`config.mk`:
```
export PLATFORM = sky130hd
export DESIGN_NAME = ps2_keyboard_mmio_flat
export DESIGN_NICKNAME = d
export VERILOG_FILES = /design/src/rtl/ps2_keyboard_mmio_if.sv /design/src/rtl/ps2_keyboard_mmio.sv /design/src/flat_wrapper.sv
export SDC_FILE = /design/constraint.sdc
export NUM_CORES = 1
export LEC_CHECK = 0
export ABC_AREA = 1
export CORE_MARGIN = 2
export CORE_UTILIZATION = 59
export CTS_BUF_LIST = sky130_fd_sc_hd__clkbuf_8 sky130_fd_sc_hd__clkbuf_16
export DETAILED_ROUTE_END_ITERATION = 7
export PLACE_DENSITY = 0.91
export SLEW_MARGIN = 20
export SYNTH_ARGS = -nofsm -noshare
export SYNTH_HDL_FRONTEND = slang
export SYNTH_SLANG_ARGS = --single-unit
export TNS_END_PERCENT = 10
```
`constraint.sdc`:
```
create_clock -name clk -period 3.5 [get_ports clk]
set_input_delay 0.7 -clock clk [delete_from_list [all_inputs] [get_ports clk]]
set_output_delay 0.7 -clock clk [all_outputs]
set_load 0.005 [all_outputs]
```
`src/rtl/ps2_keyboard_mmio_if.sv`:
```
// CPU memory-mapped bus between the CPU (master) and the PS/2 keyboard peripheral (slave).
// Handshake: mem_read and mem_write are one-cycle strobes sampled on the rising clk edge.
// mem_rdata answers a read on the following edge and holds while mem_read is low.
// irq is a registered level.
interface ps2_keyboard_mmio_if #(parameter int ADDR_W = 8);
   logic              mem_read;
   logic              mem_write;
   logic [ADDR_W-1:0] mem_addr;
   logic [31:0]       mem_wdata;
   logic [31:0]       mem_rdata;
   logic              irq;

   modport master (output mem_read, mem_write, mem_addr, mem_wdata, input mem_rdata, irq);
   modport slave  (input mem_read, mem_write, mem_addr, mem_wdata, output mem_rdata, irq);
endinterface

```
`src/rtl/ps2_keyboard_mmio.sv`:
```
// PS/2 keyboard peripheral: frame receiver with parity/timeout checks, set-2 prefix decoder,
// event FIFO, live A-Z key bitmap and level interrupt behind a four-register map.
module ps2_keyboard_mmio #(
   parameter int FIFO_DEPTH     = 16,
   parameter int ADDR_W         = 8,
   parameter int TIMEOUT_CYCLES = 50000
) (
   input  logic               clk,
   input  logic               reset_n,
   input  logic               ps2_clk,
   input  logic               ps2_data,
   ps2_keyboard_mmio_if.slave bus,
   output logic [1:0]         rx_state
);
   localparam int AW = (FIFO_DEPTH > 1) ? $clog2(FIFO_DEPTH) : 1;
   localparam int CW = AW + 1;
   localparam int TW = $clog2(TIMEOUT_CYCLES + 1);
   localparam logic [CW-1:0] FULL_CNT = CW'(FIFO_DEPTH);
   localparam logic [TW-1:0] TO_MAX   = TW'(TIMEOUT_CYCLES);

   typedef enum logic [1:0] {IDLE, DATA, PARITY, STOP} rx_state_t;

   // Bit 5 flags a letter; bits 4:0 give its position A=0 .. Z=25.
   function automatic logic [5:0] letter_lookup(input logic [7:0] code);
      logic [5:0] r;
      r = '0;
      case (code)
         8'h1C: r = 6'd32;  8'h32: r = 6'd33;  8'h21: r = 6'd34;  8'h23: r = 6'd35;
         8'h24: r = 6'd36;  8'h2B: r = 6'd37;  8'h34: r = 6'd38;  8'h33: r = 6'd39;
         8'h43: r = 6'd40;  8'h3B: r = 6'd41;  8'h42: r = 6'd42;  8'h4B: r = 6'd43;
         8'h3A: r = 6'd44;  8'h31: r = 6'd45;  8'h44: r = 6'd46;  8'h4D: r = 6'd47;
         8'h15: r = 6'd48;  8'h2D: r = 6'd49;  8'h1B: r = 6'd50;  8'h2C: r = 6'd51;
         8'h3C: r = 6'd52;  8'h2A: r = 6'd53;  8'h1D: r = 6'd54;  8'h22: r = 6'd55;
         8'h35: r = 6'd56;  8'h1A: r = 6'd57;
         default: r = '0;
      endcase
      return r;
   endfunction

   logic [1:0]    clk_sync, data_sync;
   logic          clk_prev, fall, bit_in;
   rx_state_t     state, state_next;
   logic [2:0]    bit_cnt, bit_cnt_next;
   logic [7:0]    shreg, shreg_next;
   logic          par_bad, par_bad_next, byte_valid, byte_valid_next;
   logic          par_set, frm_set, timeout;
   logic [TW-1:0] to_cnt;
   logic          pend_ext, pend_brk, emit;
   logic [9:0]    evt;
   logic [5:0]    hit_idx;
   logic [25:0]   keys;
   logic [9:0]    fifo_mem [FIFO_DEPTH];
   logic [AW-1:0] wr_ptr, rd_ptr;
   logic [CW-1:0] count;
   logic          not_empty, full, rd_event, wr_ctrl, flush, clr, pop, push_req, do_push, ovf_set;
   logic          overflow, parity_err, frame_err, irq_en;
   logic [31:0]   rdata_next;
   logic          unused_wdata;

   assign unused_wdata = ^bus.mem_wdata[31:3];
   assign rx_state     = state;
   assign fall         = clk_prev & ~clk_sync[1];
   assign bit_in       = data_sync[1];
   assign timeout      = (state != IDLE) && (to_cnt == TO_MAX);

   always_ff @(posedge clk) begin
      if (!reset_n) begin
         clk_sync  <= 2'b11;
         data_sync <= 2'b11;
         clk_prev  <= 1'b1;
         to_cnt    <= '0;
      end else begin
         clk_sync  <= {clk_sync[0], ps2_clk};
         data_sync <= {data_sync[0], ps2_data};
         clk_prev  <= clk_sync[1];
         if (fall) to_cnt <= '0;
         else if (to_cnt != TO_MAX) to_cnt <= to_cnt + 1'b1;
      end
   end

   always_ff @(posedge clk) begin
      if (!reset_n) begin
         state      <= IDLE;
         bit_cnt    <= '0;
         shreg      <= '0;
         par_bad    <= 1'b0;
         byte_valid <= 1'b0;
      end else begin
         state      <= state_next;
         bit_cnt    <= bit_cnt_next;
         shreg      <= shreg_next;
         par_bad    <= par_bad_next;
         byte_valid <= byte_valid_next;
      end
   end

   always_comb begin
      state_next      = state;
      bit_cnt_next    = bit_cnt;
      shreg_next      = shreg;
      par_bad_next    = par_bad;
      byte_valid_next = 1'b0;
      par_set         = 1'b0;
      frm_set         = 1'b0;
      if (fall) begin
         case (state)
            IDLE: if (!bit_in) begin
               state_next   = DATA;
               bit_cnt_next = '0;
            end
            DATA: begin
               shreg_next   = {bit_in, shreg[7:1]};
               bit_cnt_next = bit_cnt + 1'b1;
               if (bit_cnt == 3'd7) state_next = PARITY;
            end
            PARITY: begin
               par_bad_next = ~^{shreg, bit_in};
               par_set      = ~^{shreg, bit_in};
               state_next   = STOP;
            end
            STOP: begin
               state_next = IDLE;
               if (!bit_in) frm_set = 1'b1;
               else if (!par_bad) byte_valid_next = 1'b1;
            end
            default: state_next = IDLE;
         endcase
      end else if (timeout) begin
         state_next = IDLE;
         frm_set    = 1'b1;
      end
   end

   // shreg stays stable in IDLE, so the decoder reads the byte straight from it.
   assign emit    = byte_valid && (shreg != 8'hE0) && (shreg != 8'hF0);
   assign evt     = {pend_ext, pend_brk, shreg};
   assign hit_idx = letter_lookup(shreg);

   assign not_empty = (count != '0);
   assign full      = (count == FULL_CNT);
   assign rd_event  = bus.mem_read && (bus.mem_addr == ADDR_W'(1));
   assign wr_ctrl   = bus.mem_write && (bus.mem_addr == ADDR_W'(3));
   assign flush     = wr_ctrl && bus.mem_wdata[1];
   assign clr       = wr_ctrl && bus.mem_wdata[2];
   assign pop       = rd_event && not_empty;
   assign push_req  = emit && !flush;
   assign do_push   = push_req && (!full || pop);
   assign ovf_set   = push_req && full && !pop;

   always_ff @(posedge clk) begin
      if (do_push) fifo_mem[wr_ptr] <= evt;
   end

   always_ff @(posedge clk) begin
      if (!reset_n) begin
         wr_ptr <= '0;
         rd_ptr <= '0;
         count  <= '0;
      end else if (flush) begin
         wr_ptr <= '0;
         rd_ptr <= '0;
         count  <= '0;
      end else begin
         if (do_push) wr_ptr <= wr_ptr + 1'b1;
         if (pop) rd_ptr <= rd_ptr + 1'b1;
         count <= count + CW'(do_push) - CW'(pop);
      end
   end

   always_ff @(posedge clk) begin
      if (!reset_n) begin
         pend_ext <= 1'b0;
         pend_brk <= 1'b0;
         keys     <= '0;
      end else if (byte_valid) begin
         if (shreg == 8'hE0) pend_ext <= 1'b1;
         else if (shreg == 8'hF0) pend_brk <= 1'b1;
         else begin
            pend_ext <= 1'b0;
            pend_brk <= 1'b0;
            if (!pend_ext && hit_idx[5]) keys[hit_idx[4:0]] <= ~pend_brk;
         end
      end
   end

   always_comb begin
      rdata_next = '0;
      case (bus.mem_addr)
         ADDR_W'(0): rdata_next = {16'h0, 8'(count), 3'b0, frame_err, parity_err, overflow, full, not_empty};
         ADDR_W'(1): if (not_empty) rdata_next = {1'b1, 21'h0, fifo_mem[rd_ptr]};
         ADDR_W'(2): rdata_next = {6'h0, keys};
         ADDR_W'(3): rdata_next = {31'h0, irq_en};
         default:    rdata_next = '0;
      endcase
   end

   // A new error in the same cycle as a clear keeps its sticky bit set.
   always_ff @(posedge clk) begin
      if (!reset_n) begin
         overflow      <= 1'b0;
         parity_err    <= 1'b0;
         frame_err     <= 1'b0;
         irq_en        <= 1'b0;
         bus.irq       <= 1'b0;
         bus.mem_rdata <= '0;
      end else begin
         overflow   <= (overflow & ~clr) | ovf_set;
         parity_err <= (parity_err & ~clr) | par_set;
         frame_err  <= (frame_err & ~clr) | frm_set;
         if (wr_ctrl) irq_en <= bus.mem_wdata[0];
         bus.irq <= irq_en & not_empty;
         if (bus.mem_read) bus.mem_rdata <= rdata_next;
      end
   end
endmodule

```
`src/flat_wrapper.sv`:
```
// flat-port wrapper written by rule: the top's interface ports become plain ports
module ps2_keyboard_mmio_flat 
#(
   parameter int FIFO_DEPTH     = 16,
   parameter int ADDR_W         = 8,
   parameter int TIMEOUT_CYCLES = 50000
)
  (clk, reset_n, ps2_clk, ps2_data, rx_state, bus_mem_read, bus_mem_write, bus_mem_addr, bus_mem_wdata, bus_mem_rdata, bus_irq);
  ps2_keyboard_mmio_if #(.ADDR_W(ADDR_W)) bus_i ();
  input  logic clk;
  input  logic reset_n;
  input  logic ps2_clk;
  input  logic ps2_data;
  output logic [1:0] rx_state;
  input wire logic [$bits(bus_i.mem_read)-1:0] bus_mem_read;
  input wire logic [$bits(bus_i.mem_write)-1:0] bus_mem_write;
  input wire logic [$bits(bus_i.mem_addr)-1:0] bus_mem_addr;
  input wire logic [$bits(bus_i.mem_wdata)-1:0] bus_mem_wdata;
  output wire logic [$bits(bus_i.mem_rdata)-1:0] bus_mem_rdata;
  output wire logic [$bits(bus_i.irq)-1:0] bus_irq;
  assign bus_i.mem_read = bus_mem_read;
  assign bus_i.mem_write = bus_mem_write;
  assign bus_i.mem_addr = bus_mem_addr;
  assign bus_i.mem_wdata = bus_mem_wdata;
  assign bus_mem_rdata = bus_i.mem_rdata;
  assign bus_irq = bus_i.irq;
  ps2_keyboard_mmio #(.FIFO_DEPTH(FIFO_DEPTH), .ADDR_W(ADDR_W), .TIMEOUT_CYCLES(TIMEOUT_CYCLES)) u_core (.clk(clk), .reset_n(reset_n), .ps2_clk(ps2_clk), .ps2_data(ps2_data), .bus(bus_i), .rx_state(rx_state));
endmodule
```
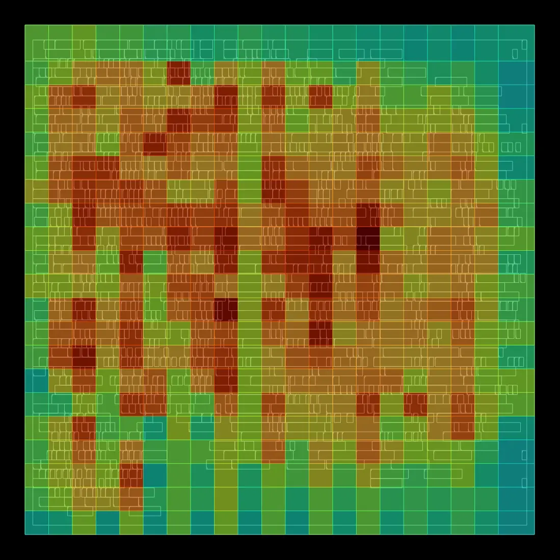
run_1/congestion_map.png
met3 track demand over resource in global routing: 3.56%
utilization of the core after routing: 68.9%
busiest layer in global routing: met2

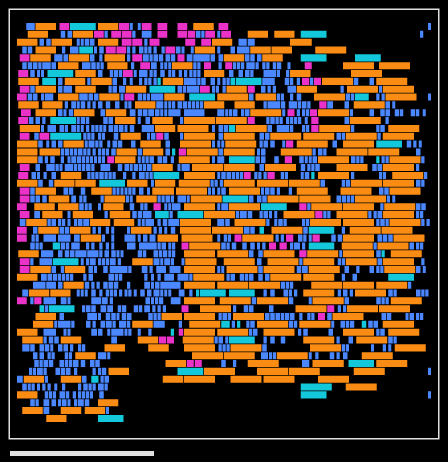
run_1/class_map.png
Bar = 50 µm.
[orange] registers | cells: 279 | share of their area: 53%
[blue] remaining logic cells | cells: 1016 | share of their area: 35%
[magenta] remaining buffers and delay cells | cells: 85 | share of their area: 5.5%
[cyan] clock drivers and dummy loads | cells: 50 | share of their area: 6.5%

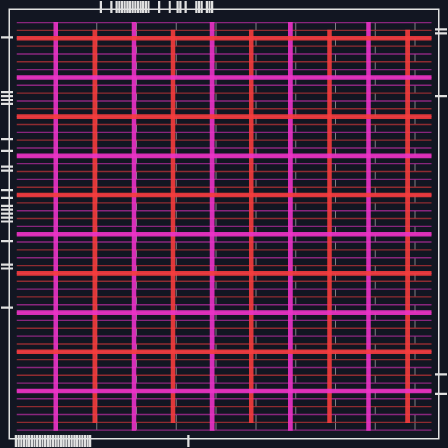
run_1/floorplan.png
Pins as bars on the die edge. Tap cells in gray.
[red] VDD
[magenta] VSS
met5 straps: 10
signal pins: 81
rows: 52

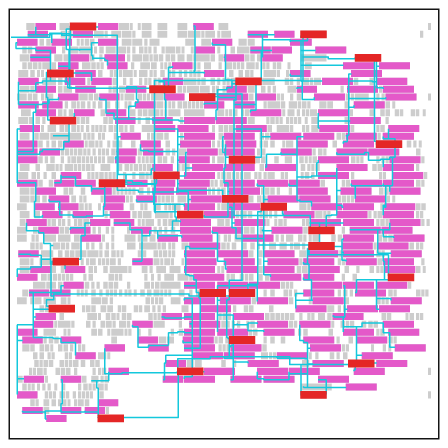
run_1/clock_wires.png
[red] clock-net drivers | count: 27
[cyan] clock wires | length: 3130 µm
[magenta] flip-flops | count: 279
flops lie: all over the die
routed clock nets: 28

## run 1: state kept, by name, summed over array words and instances, names as in the netlist, named ones only
| register | count |
|---|---|
| u_core.rd_ptr | 4 |
| u_core.frame_err | 1 |
| u_core.clk_sync | 2 |
| u_core.irq_en | 1 |
| u_core.pend_ext | 1 |
| u_core.wr_ptr | 4 |
| u_core.bus.mem_rdata | 27 |
| u_core.data_sync | 2 |
| u_core.parity_err | 1 |
| u_core.to_cnt | 16 |
| u_core.clk_prev | 1 |
| u_core.shreg | 8 |
| u_core.bus.irq | 1 |
| u_core.byte_valid | 1 |
| u_core.keys | 26 |
| u_core.rx_state | 2 |
| u_core.count | 5 |
| u_core.pend_brk | 1 |
| u_core.bit_cnt | 3 |
| u_core.par_bad | 1 |
| u_core.overflow | 1 |
| u_core.fifo_mem | 160 |
## run 1: through the flow
step / hold slack, ps / cells / power (mW) / instance area [µm²] / setup slack, ps
floorplan: 390 / 1356 / 3.61 / 12300 / 821
global placement: 393 / 1650 / 3.67 / 13100 / 285
detailed placement: 409 / 1650 / 3.67 / 13100 / 206
CTS: 420 / 1700 / 6.54 / 14000 / 750
global route: 438 / 1700 / 6.70 / 14000 / 496
finish: 420 / 1700 / 6.52 / 14000 / 667
## run 1: power by group through the flow
stage,clock [mW],combinational (mW),sequential (mW)
2_1_floorplan,0,0.0828,3.53
3_3_place_gp,0,0.135,3.53
3_5_place_dp,0,0.140,3.53
4_1_cts,2.94,0.142,3.46
5_1_grt,3.08,0.158,3.46
6_report,2.92,0.143,3.46
## run 1: worst max-delay path, delay by kind of cell, from the launching register on
kind | cells | cell delay, ps
and+or+nand+nor | 7 | 1030
AOI/OAI and AO/OA | 1 | 160
DFF | 1 | 920
buffers and inverters | 2 | 400
## run 1: synth_stat cells (3+ instances only)
cell type                    n  area [µm²]
sky130_fd_sc_hd__nor2_1    184         691
sky130_fd_sc_hd__nor3_1      5        25.0
sky130_fd_sc_hd__buf_4       8        60.1
sky130_fd_sc_hd__ha_1       19         238
sky130_fd_sc_hd__xnor2_1     6        52.6
sky130_fd_sc_hd__edfxtp_1  160        4800
sky130_fd_sc_hd__inv_1     106         398
sky130_fd_sc_hd__nor2_4      5        56.3
sky130_fd_sc_hd__clkinv_1    3        11.3
sky130_fd_sc_hd__o21ai_0   113         566
sky130_fd_sc_hd__nand4_1    14        87.6
sky130_fd_sc_hd__nand3_1   120         601
sky130_fd_sc_hd__o21ai_1     4        20.0
sky130_fd_sc_hd__a311oi_1   11        96.3
sky130_fd_sc_hd__buf_1       3        11.3
sky130_fd_sc_hd__o211ai_1    8        60.1
sky130_fd_sc_hd__a21oi_1   101         505
sky130_fd_sc_hd__nor2_2      5        31.3
sky130_fd_sc_hd__nand3_2     5        50.1
sky130_fd_sc_hd__dfxtp_1   119        2380
sky130_fd_sc_hd__clkbuf_1   30         113
sky130_fd_sc_hd__o22ai_1     3        18.8
sky130_fd_sc_hd__nand2_1   251         942
sky130_fd_sc_hd__or2_2      11        68.8
sky130_fd_sc_hd__buf_2      18        90.1
sky130_fd_sc_hd__inv_2       6        22.5
sky130_fd_sc_hd__nand2_2     3        18.8
sky130_fd_sc_hd__xor2_1      5        43.8
==> README.md, run 1 <==
| Stage | Parameter | This run |
| --- | --- | --- |
| status | Status | completed |
| worst hold path | Worst-case hold path end point | u_core.byte_valid |
| finish | # fillers | 1441 |
| timing | Worst slew margin | 39.0% |
| finish | Flop count | 279 |
| run | Max-cap violation count | 0 |
| timing | Final cycle utilization of the critical path | 80.9% |
| finish | Combinational fraction of the cell area | 31.5% |
| clock tree | Maximum root-to-sink buffer count | 3 |
| finish | Most common library cell in the layout ignoring fill and taps | sky130_fd_sc_hd__nand2_1 |
| timing | Final-layout setup total negative slack | 0 ps |
| timing | Number of hold violations in the final report | 0 |
| route | Top metal layer carrying routed signals | met4 |
| floorplanning | Die Span Y | 149 µm |
| synth | Cell count after synthesis | 1352 |
| setup path | Start point of the critical path | u_core.shreg[2] |
| timing | Number of pins exceeding their max-slew limit in the final report | 0 |
| place | Total half-perimeter wirelength after legalization and detailed placement | 19000 µm |
| synth | Post-synthesis share of cell area spent on full adders, half adders and majority gates | 2.09% |
| clock tree | Clock-pin transition on the worst setup and hold timing paths | 70 ps |
| clock tree | Number of clock sinks | 279 |
| finish | Layout Nets | 1475 |
| clock tree | Total CTS buffers | 27 |
| synth | Area of the synthesized netlist per yosys stat | 12300 µm² |
| setup path | End of the worst register-to-register path | u_core.fifo_mem[14][4] |
| pwr | Peak supply drop | 0.456 mV |
| synth | Multiplexer fraction of the synthesized cell area | 0% |
| synth | Synthesis-stage register bit count | 279 |
| setup path | CP Launch Type | register |
| floorplanning | Total die size | 22100 µm² |
| clock tree | Clock latency on the worst-skew pair | 560 ps |
| setup path | Arrival time of the worst setup path | 3070 ps |
| finish | Dominant class by area | flip-flops and latches |
| global routing | Number of antenna violations at the first check in global routing | 0 |
| route | Wire per inst | 17.5 µm |
| place | Placer Congestion | 0.946 |
| finish | Sequential cell area | 7190 µm² |
| timing | Slew at the pin closest to its max-slew limit | 914 ps |
| global routing | Global routing usage summed across all routing layers | 27.3% |
| timing | Worst clock skew on the final layout | 24.0 ps |
| clock tree | Htree depth | 1 |
| place | Number of I/O port buffers | 46 |
| synth | Synthesized-area fraction occupied by ao, oa, aoi and oai cells | 10.7% |
| finish | Most used cells in the layout excluding fill and tap cells | sky130_fd_sc_hd__nand2_1 (251), sky130_fd_sc_hd__nor2_1 (184), sky130_fd_sc_hd__edfxtp_1 (160) |
==> run 2, diff against run 1 <==
CORE_UTILIZATION = 53   (was 59)
PLACE_DENSITY = 0.87   (was 0.91)
clock period = 2.48 ns   (was 3.5 ns; I/O delays follow)
==> README.md, run 2 <==
| Stage | Parameter | This run |
| --- | --- | --- |
| status | Violated checks | setup timing |
| timing | Worst slew margin | 58.8% |
| clock tree | Clock-pin transition on the worst setup and hold timing paths | 70 ps |
| timing | Final setup fails | 29 |
| timing | Final-layout setup total negative slack | -432 ps |
| finish | Most common library cell in the layout ignoring fill and taps | sky130_fd_sc_hd__nand2_1 |
| place | Worst slack at placement | -563 ps |
| global routing | Global routing usage summed across all routing layers | 26.0% |
| timing | Worst clock skew on the final layout | 22.4 ps |
| place | Total half-perimeter wirelength after legalization and detailed placement | 19900 µm |
| finish | Number of flip-flops under the largest register name | 160 |
| place | Placer Congestion | 0.907 |
| finish | Post-route cell area | 14500 µm² |
| place | Area after detailed placement | 13400 µm² |
| status | Status | finished with violations |
| timing | Slew at the pin closest to its max-slew limit | 614 ps |
| place | Number of I/O port buffers | 46 |
| synth | Post-synth top cells | sky130_fd_sc_hd__nand2_1 (251), sky130_fd_sc_hd__nor2_1 (184), sky130_fd_sc_hd__edfxtp_1 (160) |
| clock tree | Clock latency on the worst-skew pair | 560 ps |
| pwr | Peak supply drop | 0.706 mV |
| clock tree | Maximum root-to-sink buffer count | 3 |
| timing | Worst setup slack after layout | -48.9 ps |
| synth | Area of the synthesized netlist per yosys stat | 12300 µm² |
| finish | Most used cells in the layout excluding fill and tap cells | sky130_fd_sc_hd__nand2_1 (243), sky130_fd_sc_hd__nor2_1 (177), sky130_fd_sc_hd__edfxtp_1 (160) |
==> run 2: through the flow <==
stage | cells | hold WS [ps]
floorplan | 1356 | 390
global placement | 1699 | 400
detailed placement | 1699 | 407
CTS | 1756 | 351
global route | 1759 | 376
finish | 1759 | 366
==> run 2: final cells by class <==
cell class,instances,area [µm²],area share [%]
sequential,279,7190,49.6
multi-input combinational,900,4510,31.1
timing repair buffer,128,1080,7.47
clock buffer,33,781,5.39
inverter,116,440,3.04
tap,285,357,2.46
clock inverter,18,125,0.864
==> run 2: worst paths after layout <==
kind                        start           endpoint
setup / recovery  u_core.count[2]    u_core.count[4]
setup reg to reg  u_core.count[2]    u_core.count[4]
hold reg to reg    u_core.par_bad  u_core.byte_valid
hold / removal            reset_n    u_core.shreg[0]
==> run 2: critical path: stages, from the launching register on <==
cell and delay, ps:
sky130_fd_sc_hd__dfxtp_2 350, sky130_fd_sc_hd__inv_2 80, sky130_fd_sc_hd__ha_4 130, sky130_fd_sc_hd__nand2_2 50
sky130_fd_sc_hd__nor2_2 110, sky130_fd_sc_hd__nand2_1 100, sky130_fd_sc_hd__and3_4 180, sky130_fd_sc_hd__nand2_4 110
sky130_fd_sc_hd__buf_6 110, sky130_fd_sc_hd__a21oi_4 60, sky130_fd_sc_hd__ha_4 170, sky130_fd_sc_hd__fa_2 380
sky130_fd_sc_hd__nand2_2 100, sky130_fd_sc_hd__a21oi_2 70, sky130_fd_sc_hd__or3_1 310, sky130_fd_sc_hd__a21oi_1 120
==> run 2: layer usage <==
layer | up-vias | wire [µm] | track usage [%]
li1 | 4756 | - | -
met1 | 4776 | 12100 | 34.6
met2 | 582 | 15000 | 43.1
met3 | 114 | 3120 | 3.68
met4 | 2 | 1380 | 10.6
met5 | - | 17 | 0
==> run 2: cells by family after synthesis <==
logic type / Yosys count
AND/OR/NAND/NOR: 618
flip-flops: 279
AND-OR/OR-AND: 246
buffers and inverters: 177
adder cells (fa/ha/maj): 20
XOR/XNOR: 11
other: 1
==> run 2: power by group through the flow <==
stage               Sequential (mW)  Clock, mW  Combinational (mW)
global placement               4.98          0               0.203
floorplan                      4.98          0               0.117
CTS                            4.88       4.14               0.211
detailed placement             4.98          0               0.208
global route                   4.88       4.30               0.239
finish                         4.88       4.12               0.218
==> run 2: timing repair <==
item	in CTS	in global routing
hold buffers	0	0
pin swaps	12	10
gates resized	21	13
setup buffers	6	3
setup endpoints to repair	1	162
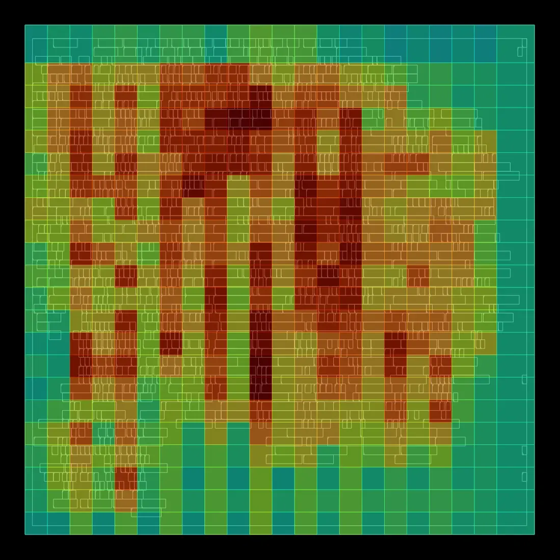
run_2/congestion_map.png
wire per inst: 17.9 µm
met2 track demand over resource in global routing: 43.1%

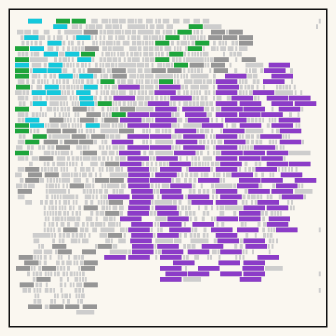
run_2/ff_map.png
Other sequential cells in the stronger gray, the rest of the logic in the fainter gray.
[purple] u_core.fifo_mem | flops: 160
[green] u_core.bus.mem_rdata | flops: 27
[cyan] u_core.keys | flops: 26 | where: north-west
not colored: 66

Power figures rest on the tool's default switching activity, not on a simulated workload.
